[config.mk]
export PLATFORM = sky130hd
export DESIGN_NAME = count_run_ctrl_flat
export DESIGN_NICKNAME = d
export VERILOG_FILES = /design/src/rtl/count_run_ctrl_pkg.sv /design/src/rtl/count_run_ctrl_if.sv /design/src/rtl/count_run_tick.sv /design/src/rtl/count_run_ctrl.sv /design/src/flat_wrapper.sv
export SDC_FILE = /design/constraint.sdc
export NUM_CORES = 1
export LEC_CHECK = 0
export ABC_AREA = 1
export CAP_MARGIN = 5
export CORE_UTILIZATION = 43
export CTS_BUF_LIST = sky130_fd_sc_hd__clkbuf_2 sky130_fd_sc_hd__clkbuf_4 sky130_fd_sc_hd__clkbuf_8
export CTS_CLUSTER_SIZE = 10
export DETAILED_ROUTE_END_ITERATION = 10
export PLACE_DENSITY = 0.79
export SETUP_SLACK_MARGIN = 0.02
export SLEW_MARGIN = 10
export SYNTH_ARGS = -nofsm -noshare
export SYNTH_HDL_FRONTEND = slang
export SYNTH_SLANG_ARGS = --single-unit
[constraint.sdc]
create_clock -name clk -period 6 [get_ports clk]
set_clock_uncertainty 0.15 [all_clocks]
set_input_delay 1.2 -clock clk [delete_from_list [all_inputs] [get_ports clk]]
set_output_delay 1.2 -clock clk [all_outputs]
set_load 0.02 [all_outputs]
[src/rtl/count_run_ctrl_pkg.sv]
// Shared state type and default constants for the count_run_ctrl run controller.
package count_run_ctrl_pkg;

  typedef enum logic [1:0] {
    ST_IDLE  = 2'd0,
    ST_RUN   = 2'd1,
    ST_PAUSE = 2'd2,
    ST_DONE  = 2'd3
  } state_e;

  localparam int         DEFAULT_WIDTH = 8;
  localparam logic [7:0] DEFAULT_TERM  = 8'hFF;

  function automatic logic [7:0] sat_inc8(input logic [7:0] v);
    return (v == 8'hFF) ? v : v + 8'd1;
  endfunction

endpackage

[src/rtl/count_run_ctrl_if.sv]
// Control/status bundle between a run-control master and count_run_ctrl (slave).
interface count_run_ctrl_if import count_run_ctrl_pkg::*; #(
  parameter int WIDTH = DEFAULT_WIDTH
) ();

  logic             start;
  logic             stop;
  logic             pause;
  logic [WIDTH-1:0] start_val;
  logic [WIDTH-1:0] term_val;
  logic [WIDTH-1:0] out_data;
  logic             busy;
  logic             done;
  logic             chg;
  logic [7:0]       done_cnt;

  modport master (
    output start, stop, pause, start_val, term_val,
    input  out_data, busy, done, chg, done_cnt
  );

  modport slave (
    input  start, stop, pause, start_val, term_val,
    output out_data, busy, done, chg, done_cnt
  );

endinterface

[src/rtl/count_run_tick.sv]
// DIV prescaler: counts 0..DIV-1 while enabled, holds otherwise, tick_o marks the wrap edge.
module count_run_tick #(
  parameter int DIV = 1
) (
  input  logic clk,
  input  logic rstn,
  input  logic clr_i,
  input  logic en_i,
  output logic tick_o
);

  localparam int            CW   = (DIV > 1) ? $clog2(DIV) : 1;
  localparam logic [CW-1:0] LAST = CW'(DIV - 1);

  logic [CW-1:0] cnt_q, cnt_d;

  assign tick_o = en_i && !clr_i && (cnt_q == LAST);

  always_comb begin
    cnt_d = cnt_q;
    if (clr_i) begin
      cnt_d = '0;
    end else if (en_i) begin
      cnt_d = tick_o ? '0 : cnt_q + CW'(1);
    end
  end

  always_ff @(posedge clk or negedge rstn) begin
    if (!rstn) cnt_q <= '0;
    else       cnt_q <= cnt_d;
  end

endmodule

[src/rtl/count_run_ctrl.sv]
// Run controller for the prescaled up-counter: start/pause/stop sequencing, terminal detect, chg/done events.
// Optional lap mode under `COUNT_RUN_CTRL_AUTORELOAD_EN: reload start_val after each terminal and keep running.
module count_run_ctrl import count_run_ctrl_pkg::*; #(
  parameter int WIDTH = DEFAULT_WIDTH,
  parameter int DIV   = 1
) (
  input  logic             clk,
  input  logic             rstn,
  count_run_ctrl_if.slave  bus
);

  state_e           state_q, state_d;
  logic [WIDTH-1:0] out_q, out_d;
  logic [WIDTH-1:0] step_val;
  logic             done_q, done_d;
  logic [7:0]       dcnt_q, dcnt_d;
  logic             prev_q, chg_q;
  logic             active, stop_act, start_act, run_act;
  logic             pre_clr, pre_en, tick;
`ifdef COUNT_RUN_CTRL_AUTORELOAD_EN
  logic [WIDTH-1:0] sv_q, sv_d;
`endif

  // Priority stop > start > pause; start is ignored while paused.
  assign active    = (state_q == ST_RUN) || (state_q == ST_PAUSE);
  assign stop_act  = bus.stop && active;
  assign start_act = bus.start && (state_q != ST_PAUSE) && !stop_act;
  assign run_act   = active && !bus.pause && !stop_act && !start_act;
  assign pre_clr   = stop_act || start_act;
  assign pre_en    = run_act;

  count_run_tick #(.DIV(DIV)) u_tick (
    .clk    (clk),
    .rstn   (rstn),
    .clr_i  (pre_clr),
    .en_i   (pre_en),
    .tick_o (tick)
  );

  always_comb begin
    step_val = out_q + WIDTH'(1);
`ifdef COUNT_RUN_CTRL_AUTORELOAD_EN
    if (out_q == bus.term_val) step_val = sv_q;
`endif
  end

  always_comb begin
    state_d = state_q;
    out_d   = out_q;
    done_d  = 1'b0;
    dcnt_d  = dcnt_q;
`ifdef COUNT_RUN_CTRL_AUTORELOAD_EN
    sv_d    = sv_q;
`endif
    if (stop_act) begin
      state_d = ST_IDLE;
    end else if (start_act) begin
      out_d   = bus.start_val;
      state_d = ST_RUN;
`ifdef COUNT_RUN_CTRL_AUTORELOAD_EN
      sv_d    = bus.start_val;
`endif
      if (bus.start_val == bus.term_val) begin
        done_d = 1'b1;
        dcnt_d = sat_inc8(dcnt_q);
`ifndef COUNT_RUN_CTRL_AUTORELOAD_EN
        state_d = ST_DONE;
`endif
      end
    end else if (active) begin
      if (bus.pause) begin
        state_d = ST_PAUSE;
      end else begin
        state_d = ST_RUN;
        if (tick) begin
          out_d = step_val;
          if (step_val == bus.term_val) begin
            done_d = 1'b1;
            dcnt_d = sat_inc8(dcnt_q);
`ifndef COUNT_RUN_CTRL_AUTORELOAD_EN
            state_d = ST_DONE;
`endif
          end
        end
      end
    end
  end

  always_ff @(posedge clk or negedge rstn) begin
    if (!rstn) begin
      state_q <= ST_IDLE;
      out_q   <= '0;
      done_q  <= 1'b0;
      dcnt_q  <= '0;
      prev_q  <= 1'b0;
      chg_q   <= 1'b0;
`ifdef COUNT_RUN_CTRL_AUTORELOAD_EN
      sv_q    <= '0;
`endif
    end else begin
      state_q <= state_d;
      out_q   <= out_d;
      done_q  <= done_d;
      dcnt_q  <= dcnt_d;
      prev_q  <= out_q[0];
      chg_q   <= out_q[0] ^ prev_q;
`ifdef COUNT_RUN_CTRL_AUTORELOAD_EN
      sv_q    <= sv_d;
`endif
    end
  end

  assign bus.out_data = out_q;
  assign bus.busy     = (state_q == ST_RUN) || (state_q == ST_PAUSE);
  assign bus.done     = done_q;
  assign bus.chg      = chg_q;
  assign bus.done_cnt = dcnt_q;

endmodule

[src/flat_wrapper.sv]
// flat-port wrapper written by rule: the top's interface ports become plain ports
module count_run_ctrl_flat import count_run_ctrl_pkg::*;
#(
  parameter int WIDTH = DEFAULT_WIDTH,
  parameter int DIV   = 1
)
  (clk, rstn, bus_start, bus_stop, bus_pause, bus_start_val, bus_term_val, bus_out_data, bus_busy, bus_done, bus_chg, bus_done_cnt);
  count_run_ctrl_if #(.WIDTH(WIDTH)) bus_i ();
  input  logic clk;
  input  logic rstn;
  input wire logic [$bits(bus_i.start)-1:0] bus_start;
  input wire logic [$bits(bus_i.stop)-1:0] bus_stop;
  input wire logic [$bits(bus_i.pause)-1:0] bus_pause;
  input wire logic [$bits(bus_i.start_val)-1:0] bus_start_val;
  input wire logic [$bits(bus_i.term_val)-1:0] bus_term_val;
  output wire logic [$bits(bus_i.out_data)-1:0] bus_out_data;
  output wire logic [$bits(bus_i.busy)-1:0] bus_busy;
  output wire logic [$bits(bus_i.done)-1:0] bus_done;
  output wire logic [$bits(bus_i.chg)-1:0] bus_chg;
  output wire logic [$bits(bus_i.done_cnt)-1:0] bus_done_cnt;
  assign bus_i.start = bus_start;
  assign bus_i.stop = bus_stop;
  assign bus_i.pause = bus_pause;
  assign bus_i.start_val = bus_start_val;
  assign bus_i.term_val = bus_term_val;
  assign bus_out_data = bus_i.out_data;
  assign bus_busy = bus_i.busy;
  assign bus_done = bus_i.done;
  assign bus_chg = bus_i.chg;
  assign bus_done_cnt = bus_i.done_cnt;
  count_run_ctrl #(.WIDTH(WIDTH), .DIV(DIV)) u_core (.clk(clk), .rstn(rstn), .bus(bus_i));
endmodule
==> metrics.cfg, run 1 <==
[run_status]
status = finished clean

[grt]
overflow = 0
grt_busiest_layer = met2
grt_use_met3_pct = 2.070
grt_use_met2_pct = 34.35

[synthesis]
top_area_cell = dfrtp_1
yosys.cell_types.count = 28
topCellsByArea = dfrtp_1, nand2_1, nand3_1
edf_count = 0
syn_inst = 223
synth_area_um2 = 1551
ys_warn_count = 0
synth_top_area_share_pct = 35.48
yosys_area_um2 = 1551

[detailed_routing]
route.met3.wl_um = 188
via_per_inst = 4.955
top_layer = met4
drtAntennaViolNets = 0

[placement]
io_buffers = 39
gp_congestion = 0.8860
dp_cells = 304

[critical_path]
reg2regPathDepth = 11
path_buffers = 2
critPathTopFamily = simple AND/OR/NAND/NOR gates
crit_end = u_core.bus.done_cnt[2]

[final_timing]
period_minus_slack_ns = 3.502
tns_ns = 0
hold_viol = 0
hold_slack_ns = 0.2940
rsz0062_at_grt = false

[die]
ioPinCount = 40
fp-row-count = 21
fp.dieH_um = 62.07
fp-utilization_pct = 45.77
die_w_um = 62.07

[cells_and_area]
seq_area_um2 = 550.5
sh_comb_area_pct = 43.37
fin_util_pct = 59.84
area_dominant_class = logic gates
fin_cells = 308
antennaDiodeCount = 0
num-multi-input-gates = 171
n_all_buffers = 39
seq_area_share_pct = 27.14

[cts]
cts_resized = 0
hold_buffers = 0
postCtsSetupRepairBufs = 0
numCtsBuffers = 3
clock_latency_ns = 0.31

[pwr]
p_leak_nw = 0.9703
internal-power_mw = 0.4931
switchingPower_mw = 0.4329
seqPwrFrac_pct = 28.8

[flow_run]
max-cap-violations = 0

[min_path]
worstHoldStart = u_core.prev_q

Run 1, zoomed window:
Region (16, 16) to (46, 46) µm. Cells in grey, sequential cells in the stronger grey; small squares are vias.
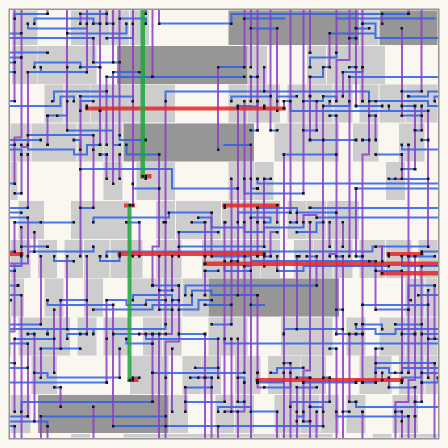
M2: shown in purple. M4: shown in green. M1: shown in blue. M3: shown in red.
Most frequent: nand2_1 (26), nand3_1 (11), nor2_1 (10). 98 logic cells have their middle in the window. Netlist names of flops here include `u_core.bus.out_data` (3), `u_core.bus.done_cnt` (2). Sequential cells in the window: 5.

Run 1, signal metal coverage by tile:
(4 px per µm) The die is cut into 12 by 12 equal tiles; dark purple is low, yellow is high, scaled to the fullest tile. Values are wire area over tile area, all layers added.
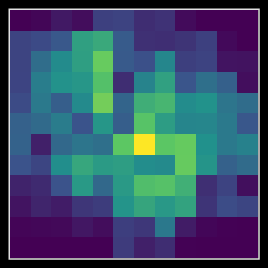
The mean over all tiles is 0.15. 14% of the tiles are nearly empty. 23% of the tiles are over half the peak. The emptiest ninth of the die: bottom left. The densest ninth of the die: middle. The fullest tile reaches 0.49.
WL final: 3.559 mm
DR WL/cell: 11.56 µm
all-layer global routing usage: 20.21%
number of vias in the routed layout: 1526

Run 1, signal wires by layer:
(6 px per µm) Only two layers are drawn.
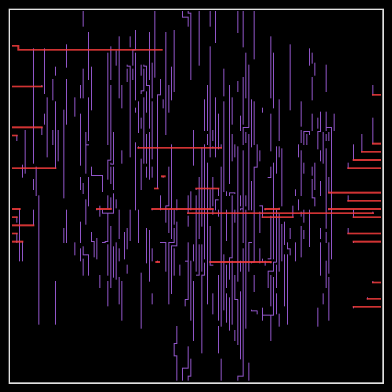
M3: shown in red, wire length 189 µm. M2: shown in purple, wire length 1730 µm.

Run 1, gate families picked out:
(6 px per µm)
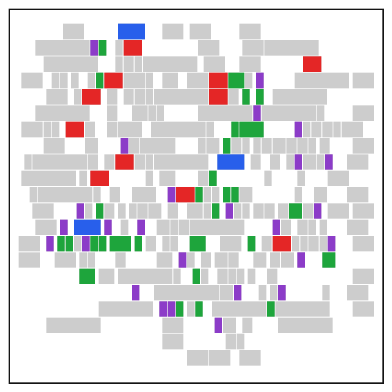

--- run 2 (diff from run 1) ---
- clock period: 6 -> 3.62 ns (I/O delays scaled with it)
Run 2, gate families picked out:
(6 px per µm)
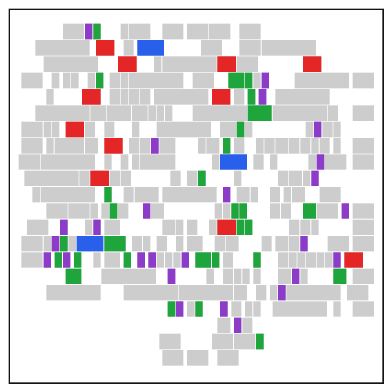
fa/ha/maj cells: shown in blue, cells 3. nor cells: shown in green, cells 29. inv cells: shown in purple, cells 26. xor and xnor cells: shown in red, cells 11.
combinational share of cell area: 43.56%
Final Non-Filler Cells: 309
most numerous logic cell after layout: nand2_1

Run 2, zoomed window:
Region (16, 16) to (46, 46) µm. Cells in grey, sequential cells in the stronger grey; small squares are vias.
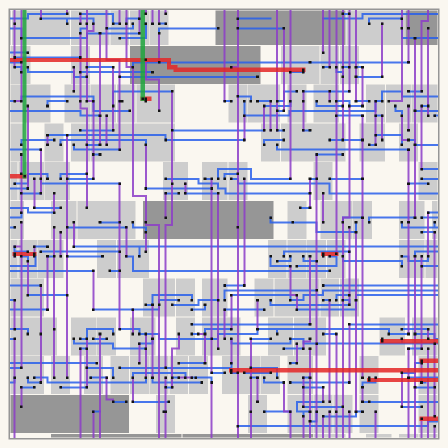
M1: shown in blue. M2: shown in purple. M3: shown in red. M4: shown in green.
96 logic cells have their middle in the window. Most frequent: nand2_1 (27), nor2_1 (12). Netlist names of flops here include `u_core.bus.out_data` (2). Sequential cells in the window: 4.

==> metrics.cfg, run 2 <==
[synthesis]
ys_seq_share_pct = 35.48
yosys_area_um2 = 1551  ; unchanged
adder_share_pct = 2.419
syn_inst = 223  ; unchanged
yosys-stat-cells = 223
yosys.cell_types.count = 28  ; unchanged
edf_count = 0  ; unchanged
ys_warn_count = 0  ; unchanged
logic_family = simple AND/OR/NAND/NOR gates
synth_top_area_share_pct = 35.48  ; unchanged
topCellsByArea = dfrtp_1, nand2_1, nand3_1
top_area_cell = dfrtp_1
mux_share_pct = 0
synth_area_um2 = 1551  ; unchanged

[detailed_routing]
route.final.wire_length_mm = 3.495  ; -1.8%
wl_per_cell_um = 11.31  ; -2.1%
route.met3.wl_um = 196  ; +4.3%
vias = 1513  ; -0.85%
via_per_inst = 4.896  ; -1.2%
top_layer = met4
drtAntennaViolNets = 0  ; unchanged

[critical_path]
critPathKind = register to output pin
reg2regPathDepth = 11  ; unchanged
worstPathRequired_ns = 2.75
cp_slowest_cell = clkdlybuf4s50_1
crit_end = bus_busy
critPathTopFamily = buffers and inverters
path_buffers = 2  ; unchanged
cp_slowest_stage_delay_ns = 0.62

[pwr]
seqPwrFrac_pct = 29.8  ; +1.0 points
clock_power_mw = 0.136
internal-power_mw = 0.7720  ; +57%
switchingPower_mw = 0.7106  ; +64%
p_leak_nw = 0.9684  ; -0.20%
switching_share_pct = 47.93

[cts]
clock_latency_ns = 0.31  ; about the same
numCtsBuffers = 3  ; unchanged
hold_buffers = 0  ; unchanged
cts_resized = 0  ; unchanged
cts_tree = built
cts.sinks = 22
postCtsSetupRepairBufs = 0  ; unchanged

[grt]
grt_max_degree = 23
grt_busiest_layer = met2
grt_use_met2_pct = 34.19  ; -0.15 points
antenna_found_initial = 0
grt_pass1_vias = 1305
overflow = 0  ; unchanged
grt_usage_pct = 20.22  ; about the same
grt_use_met3_pct = 4.141  ; +2.1 points

[min_path]
worstHoldStart = u_core.prev_q
hold_path_end = u_core.bus.chg

[cells_and_area]
area_dominant_class = logic gates
seq_area_um2 = 550.5  ; unchanged
num-multi-input-gates = 171  ; unchanged
seq_area_share_pct = 27.26  ; +0.12 points
antennaDiodeCount = 0  ; unchanged
n_all_buffers = 40  ; +2.6%
fin_util_pct = 59.58  ; -0.26 points

[flow_run]
max-cap-violations = 0  ; unchanged
tool_warnings = 26

[die]
tap_cells = 46
fp.dieH_um = 62.07  ; unchanged
fp-row-count = 21  ; unchanged
fp-utilization_pct = 45.77  ; unchanged
die_w_um = 62.07  ; unchanged
ioPinCount = 40  ; unchanged

[final_timing]
tns_ns = 0  ; unchanged
rsz0062_at_grt = false
fin_ws_ns = 1.004
tightestPinTransition_ns = 0.9913
setup_viol = 0
hold_slack_ns = 0.2925  ; -0.001453 ns
hold_viol = 0  ; unchanged
period_minus_slack_ns = 2.616

[placement]
dp_cells = 305  ; +0.33%
hpwl_mm = 2.669
place_area_um2 = 1983
pre_cts_slack_ns = 0.7670
io_buffers = 39  ; unchanged
gp_congestion = 0.8441  ; -4.7%

[run_status]
status = finished clean

Run 2, cell placement:
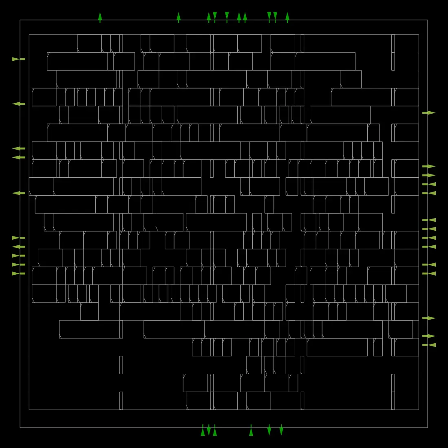

--- run 3 (diff from run 2) ---
- clock period: 3.62 -> 2.6 ns (I/O delays scaled with it)
Run 3, cell placement:
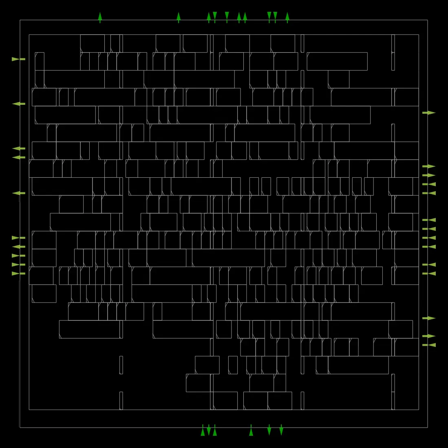
Rows: 21
Filler cells: 304
core area: 3390 µm²
Tap Count: 46

Run 3, gate families picked out:
(6 px per µm)
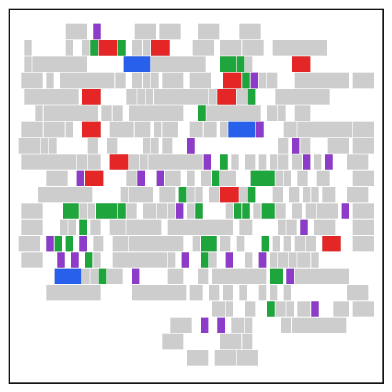
nor cells: shown in green, cells 29. inv cells: shown in purple, cells 26. fa/ha/maj cells: shown in blue, cells 3. xor and xnor cells: shown in red, cells 11.
combinational share of cell area: 42.58%
Final Non-Filler Cells: 313

==> metrics.cfg, run 3 <==
[critical_path]
critPathKind = register to output pin
path_buffers = 3  ; +1
reg2regPathDepth = 10  ; -1
crit_end = bus_busy
critPathTopFamily = buffers and inverters
worstPathRequired_ns = 1.93  ; -0.82 ns

[die]
ioPinCount = 40  ; unchanged
fp-utilization_pct = 45.77  ; unchanged
die_w_um = 62.07  ; unchanged

[pwr]
p_leak_nw = 0.9950  ; +2.8%
internal-power_mw = 1.174  ; +52%
clock_power_mw = 0.269  ; +98%
switching_share_pct = 46.38  ; -1.5 points
switchingPower_mw = 1.016  ; +43%

[cells_and_area]
antennaDiodeCount = 0  ; unchanged
area_dominant_class = logic gates
n_all_buffers = 44  ; +10%
fin_util_pct = 60.95  ; +1.4 points
num-multi-input-gates = 171  ; unchanged
seq_area_share_pct = 26.65  ; -0.61 points

[grt]
grt_usage_pct = 20.22  ; unchanged
grt_max_degree = 23  ; unchanged
grt_pass1_vias = 1377  ; +5.5%
grt_use_met2_pct = 35.11  ; +0.91 points
grt_use_met3_pct = 1.863  ; -2.3 points

[cts]
hold_buffers = 0  ; unchanged
postCtsSetupRepairBufs = 0  ; unchanged
clock_latency_ns = 0.32  ; about the same
cts.sinks = 22  ; unchanged

[synthesis]
mux_share_pct = 0  ; unchanged
logic_family = simple AND/OR/NAND/NOR gates
top_area_cell = dfrtp_1
ys_seq_share_pct = 35.48  ; unchanged
syn_inst = 223  ; unchanged
ys_warn_count = 0  ; unchanged
synth_top_area_share_pct = 35.48  ; unchanged
adder_share_pct = 2.419  ; unchanged
yosys_area_um2 = 1551  ; unchanged
synth_area_um2 = 1551  ; unchanged
edf_count = 0  ; unchanged
topCellsByArea = dfrtp_1, nand2_1, nand3_1

[detailed_routing]
wl_per_cell_um = 11.77  ; +4.0%
drtAntennaViolNets = 0  ; unchanged
route.met3.wl_um = 181  ; -7.7%
top_layer = met4
route.final.wire_length_mm = 3.683  ; +5.4%

[placement]
dp_cells = 309  ; +1.3%
gp_congestion = 0.9060  ; +7.3%

[final_timing]
hold_slack_ns = 0.2949  ; +0.002386 ns
fin_ws_ns = 0.1803  ; -0.8233 ns
setup_viol = 0  ; unchanged
period_minus_slack_ns = 2.420
hold_viol = 0  ; unchanged
rsz0062_at_grt = false
tightestPinTransition_ns = 0.4491  ; -0.5421 ns

[flow_run]
max-cap-violations = 0  ; unchanged
tool_warnings = 26  ; unchanged

[min_path]
worstHoldStart = u_core.prev_q

[run_status]
status = finished clean

